`src/rtl/tt_output_uart_logger.sv`:
```
// Change-logging monitor for the TinyTapeout uo_out bus. A strobed sample that
// differs from the last logged value becomes a {timestamp, data} record. The
// record is queued in a small FIFO and sent as four 8N1 UART bytes:
// 0xA5, ts[15:8], ts[7:0], data.
module tt_output_uart_logger #(
    parameter int CLK_DIV    = 104,
    parameter int FIFO_DEPTH = 16,
    parameter int TS_WIDTH   = 16
) (
    input  logic                          clk,
    input  logic                          rst_n,
    input  logic                          sample_en,
    input  logic [7:0]                    data_in,
    output logic                          uart_tx,
    output logic                          tx_busy,
    output logic                          overflow,
    output logic [$clog2(FIFO_DEPTH):0]   fifo_level
);

    localparam int AW    = $clog2(FIFO_DEPTH);
    localparam int LW    = AW + 1;
    localparam int CW    = $clog2(CLK_DIV);
    localparam int REC_W = TS_WIDTH + 8;
    localparam logic [7:0] SYNC_BYTE = 8'hA5;

    typedef enum logic [1:0] {
        S_IDLE  = 2'd0,
        S_START = 2'd1,
        S_DATA  = 2'd2,
        S_STOP  = 2'd3
    } tx_state_t;

    tx_state_t state;
    tx_state_t state_nxt;

    logic [TS_WIDTH-1:0] ts;
    logic [7:0]          last_value;
    logic                last_valid;

    logic [REC_W-1:0]    mem [FIFO_DEPTH];
    logic [AW-1:0]       wr_ptr;
    logic [AW-1:0]       rd_ptr;
    logic [LW-1:0]       level;

    logic [REC_W-1:0]    tx_rec;
    logic [CW-1:0]       baud_cnt;
    logic [2:0]          bit_idx;
    logic [1:0]          byte_idx;
    logic [7:0]          tx_byte;

    logic change;
    logic fifo_full;
    logic pop;
    logic wr_en;
    logic baud_done;

    // Internal handshake between capture and transmitter: the capture side
    // offers a record whenever 'change' is high and it is accepted (wr_en) only
    // if the FIFO has room at that edge, counting a same-cycle pop as room;
    // the transmitter takes a record (pop) only in IDLE with level != 0, so a
    // pop is never issued against an empty FIFO and nothing ever stalls.
    assign change    = sample_en && (!last_valid || (data_in != last_value));
    assign fifo_full = (level == LW'(FIFO_DEPTH));
    assign pop       = (state == S_IDLE) && (level != '0);
    assign wr_en     = change && (!fifo_full || pop);
    assign baud_done = (baud_cnt == CW'(CLK_DIV - 1));

    assign fifo_level = level;

    // Timestamp, change detection and the sticky drop flag.
    always_ff @(posedge clk) begin
        if (!rst_n) begin
            ts         <= '0;
            last_value <= '0;
            last_valid <= 1'b0;
            overflow   <= 1'b0;
        end else begin
            if (sample_en) begin
                ts <= ts + TS_WIDTH'(1);
            end
            if (change) begin
                last_value <= data_in;
                last_valid <= 1'b1;
            end
            if (change && fifo_full && !pop) begin
                overflow <= 1'b1;
            end
        end
    end

    // Record storage; contents need no reset since the pointers define validity.
    always_ff @(posedge clk) begin
        if (wr_en) begin
            mem[wr_ptr] <= {ts, data_in};
        end
    end

    // FIFO pointers and occupancy.
    always_ff @(posedge clk) begin
        if (!rst_n) begin
            wr_ptr <= '0;
            rd_ptr <= '0;
            level  <= '0;
        end else begin
            if (wr_en) begin
                wr_ptr <= wr_ptr + AW'(1);
            end
            if (pop) begin
                rd_ptr <= rd_ptr + AW'(1);
            end
            case ({wr_en, pop})
                2'b10:   level <= level + LW'(1);
                2'b01:   level <= level - LW'(1);
                default: level <= level;
            endcase
        end
    end

    // Transmitter state register.
    always_ff @(posedge clk) begin
        if (!rst_n) begin
            state <= S_IDLE;
        end else begin
            state <= state_nxt;
        end
    end

    // Transmitter next-state logic.
    always_comb begin
        state_nxt = state;
        case (state)
            S_IDLE:  if (pop) state_nxt = S_START;
            S_START: if (baud_done) state_nxt = S_DATA;
            S_DATA:  if (baud_done && (bit_idx == 3'd7)) state_nxt = S_STOP;
            S_STOP:  if (baud_done) state_nxt = (byte_idx == 2'd3) ? S_IDLE : S_START;
            default: state_nxt = S_IDLE;
        endcase
    end

    // Bit timer, bit/byte indices and the shift buffer holding the popped record.
    always_ff @(posedge clk) begin
        if (!rst_n) begin
            baud_cnt <= '0;
            bit_idx  <= '0;
            byte_idx <= '0;
            tx_rec   <= '0;
        end else begin
            baud_cnt <= ((state == S_IDLE) || baud_done) ? '0 : baud_cnt + CW'(1);
            case (state)
                S_IDLE: begin
                    if (pop) begin
                        tx_rec   <= mem[rd_ptr];
                        byte_idx <= '0;
                    end
                end
                S_START: bit_idx <= '0;
                S_DATA:  if (baud_done) bit_idx <= bit_idx + 3'd1;
                S_STOP:  if (baud_done && (byte_idx != 2'd3)) byte_idx <= byte_idx + 2'd1;
                default: bit_idx <= '0;
            endcase
        end
    end

    // Serial line and busy flag decoded from the current state.
    always_comb begin
        case (byte_idx)
            2'd0:    tx_byte = SYNC_BYTE;
            2'd1:    tx_byte = tx_rec[23:16];
            2'd2:    tx_byte = tx_rec[15:8];
            default: tx_byte = tx_rec[7:0];
        endcase
        uart_tx = 1'b1;
        case (state)
            S_START: uart_tx = 1'b0;
            S_DATA:  uart_tx = tx_byte[bit_idx];
            default: uart_tx = 1'b1;
        endcase
        tx_busy = (state != S_IDLE);
    end

endmodule

```
`config.mk`:
```
export PLATFORM = sky130hd
export DESIGN_NAME = tt_output_uart_logger
export DESIGN_NICKNAME = d
export VERILOG_FILES = /design/src/rtl/tt_output_uart_logger.sv
export SDC_FILE = /design/constraint.sdc
export NUM_CORES = 1
export LEC_CHECK = 0
export CAP_MARGIN = 10
export CORE_UTILIZATION = 55
export DETAILED_ROUTE_END_ITERATION = 6
export HOLD_SLACK_MARGIN = 0.06
export MAX_ROUTING_LAYER = met4
export PLACE_DENSITY = 0.74
export RECOVER_POWER = 25
export SETUP_SLACK_MARGIN = 0.2
export SYNTH_ARGS = -nofsm -noshare
export SYNTH_HDL_FRONTEND = slang
export SYNTH_SLANG_ARGS = --single-unit
```
`constraint.sdc`:
```
create_clock -name clk -period 4.4 [get_ports clk]
set_input_delay 0.88 -clock clk [delete_from_list [all_inputs] [get_ports clk]]
set_output_delay 0.88 -clock clk [all_outputs]
set_load 0.01 [all_outputs]
```
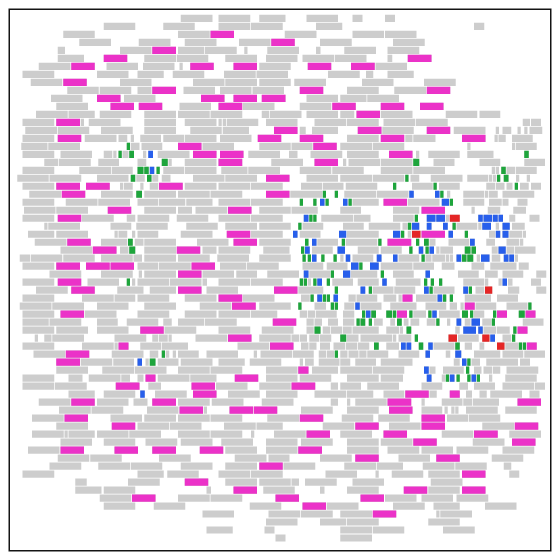
Fig. 1. Gate-type map.
| color | family | cells |
|---|---|---|
| red | non-inverting ao/oa cells | 6 |
| blue | aoi and oai cells | 74 |
| magenta | mux cells | 132 |
| green | nand cells | 114 |

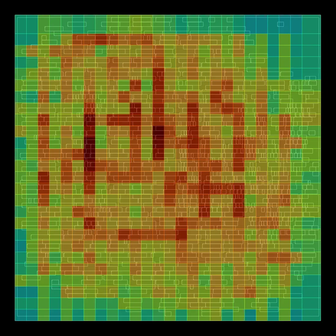
Fig. 2. Routing congestion.
GRT Max-Usage Layer: met2
Total Routing Usage GR: 25.2%
WL/cell: 25.7 um

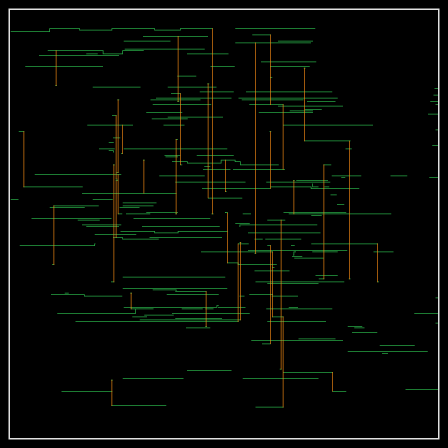
Fig. 3. Routed metal, one color a layer.
Two of the layers only.
| color | layer | wire length |
|---|---|---|
| orange | metal 4 | 1,120 um |
| green | metal 3 | 3,130 um |
vias: 9,287
DRT Wirelength: 39,300 um

==> results_slide.txt <==
Physical Implementation Snapshot

Cells and area
  – ClkCell Share: 7.18%
  – Fill cells: 2,271
  – Max reg flops: 384
  – Mi-comb count: 466
  – Regs by FF count: mem x384, tx_rec x24, ts x16
  – Top class by area: registers
  – Non-CTS inverters: 14
  – Seq area share: 63.1%

Clock network
  – Max clock buf depth: 3
  – TritonCTS clock tree: yes
  – CTS resizes: 0
  – Htree depth: 2

Critical path
  – Crit path kind: reg2out
  – Most used cell, CP: a21oi_1
  – Setup crit end kind: primary output
  – CP max-delay cell: mux4_2
  – Worst path bufs/invs: 2
  – CP Cell Sequence: inv_1 > ha_1 > a22oi_1 > a21oi_1 > mux4_2 > a21oi_1 > a21oi_1 > clkdlybuf4s50_1
  – Worst setup SP type: flop
  – Cell family with most CP delay: AND-OR/OR-AND gates

Place
  – Placed wire-length estimate: 22,900 um
  – Input/output buffers: 18
  – Post-Place Cells: 1,443
  – Gpl congestion: 0.820

GRT
  – Met2 Use GR: 38.1%
  – First-pass GRT wire length: 59,000 um
  – Antenna violations before repair: 0

Status
  – Status: complete, no violations

Yosys
  – Mean Syn Cell Area: 18.3 um2
  – Commonest cells post-synth: edfxtp_1 (384), mux4_2 (121), nand2_1 (83)
  – EDFF count, synth: 384
  – Cell variety after synth: 50
  – Post-synth ARST share: 0%
  – Mapped Area: 18,200 um2

Final timing
  – Rel. slew slack: 22.4%
  – Endpoints failing hold: 0
  – RSZ-0062 raised after global routing: false

Run
  – Max-cap violations: 0

Routing
  – Drt initial violations: 934
  – Initial DRT Pass Iterations: 7

Min path
  – Worst hold path class: reg2reg

Floorplanning
  – DIE WIDTH: 184 um
[where the power goes]
part / switching (uW) / leakage [uW] / internal (uW)
Combinational: 1000 / 0.00179 / 1020
Clock: 1630 / 0.000726 / 2200
Sequential: 270 / 0.00431 / 4920
Total: 2900 / 0.00682 / 8140
[path summary, 6_finish.rpt]
path                       from       endpoint  slack (ns)  cells past startpoint
setup reg to reg  last_value[1]  fifo_level[4]        1.46                     10
hold reg to reg     baud_cnt[0]    baud_cnt[0]        0.45                      1
hold / removal      baud_cnt[0]    baud_cnt[0]        0.45                      1
setup / recovery    byte_idx[0]        uart_tx        0.53                      8
[cells by family after synthesis]
kind of cell / synth area share, %
flops: 72.0
buf+inv: 1.68
fa+ha+maj: 1.49
simple gates: 5.12
xor+xnor: 1.49
mux: 15.6
compound gates: 2.64
Power is estimated from default activity; no workload was simulated.
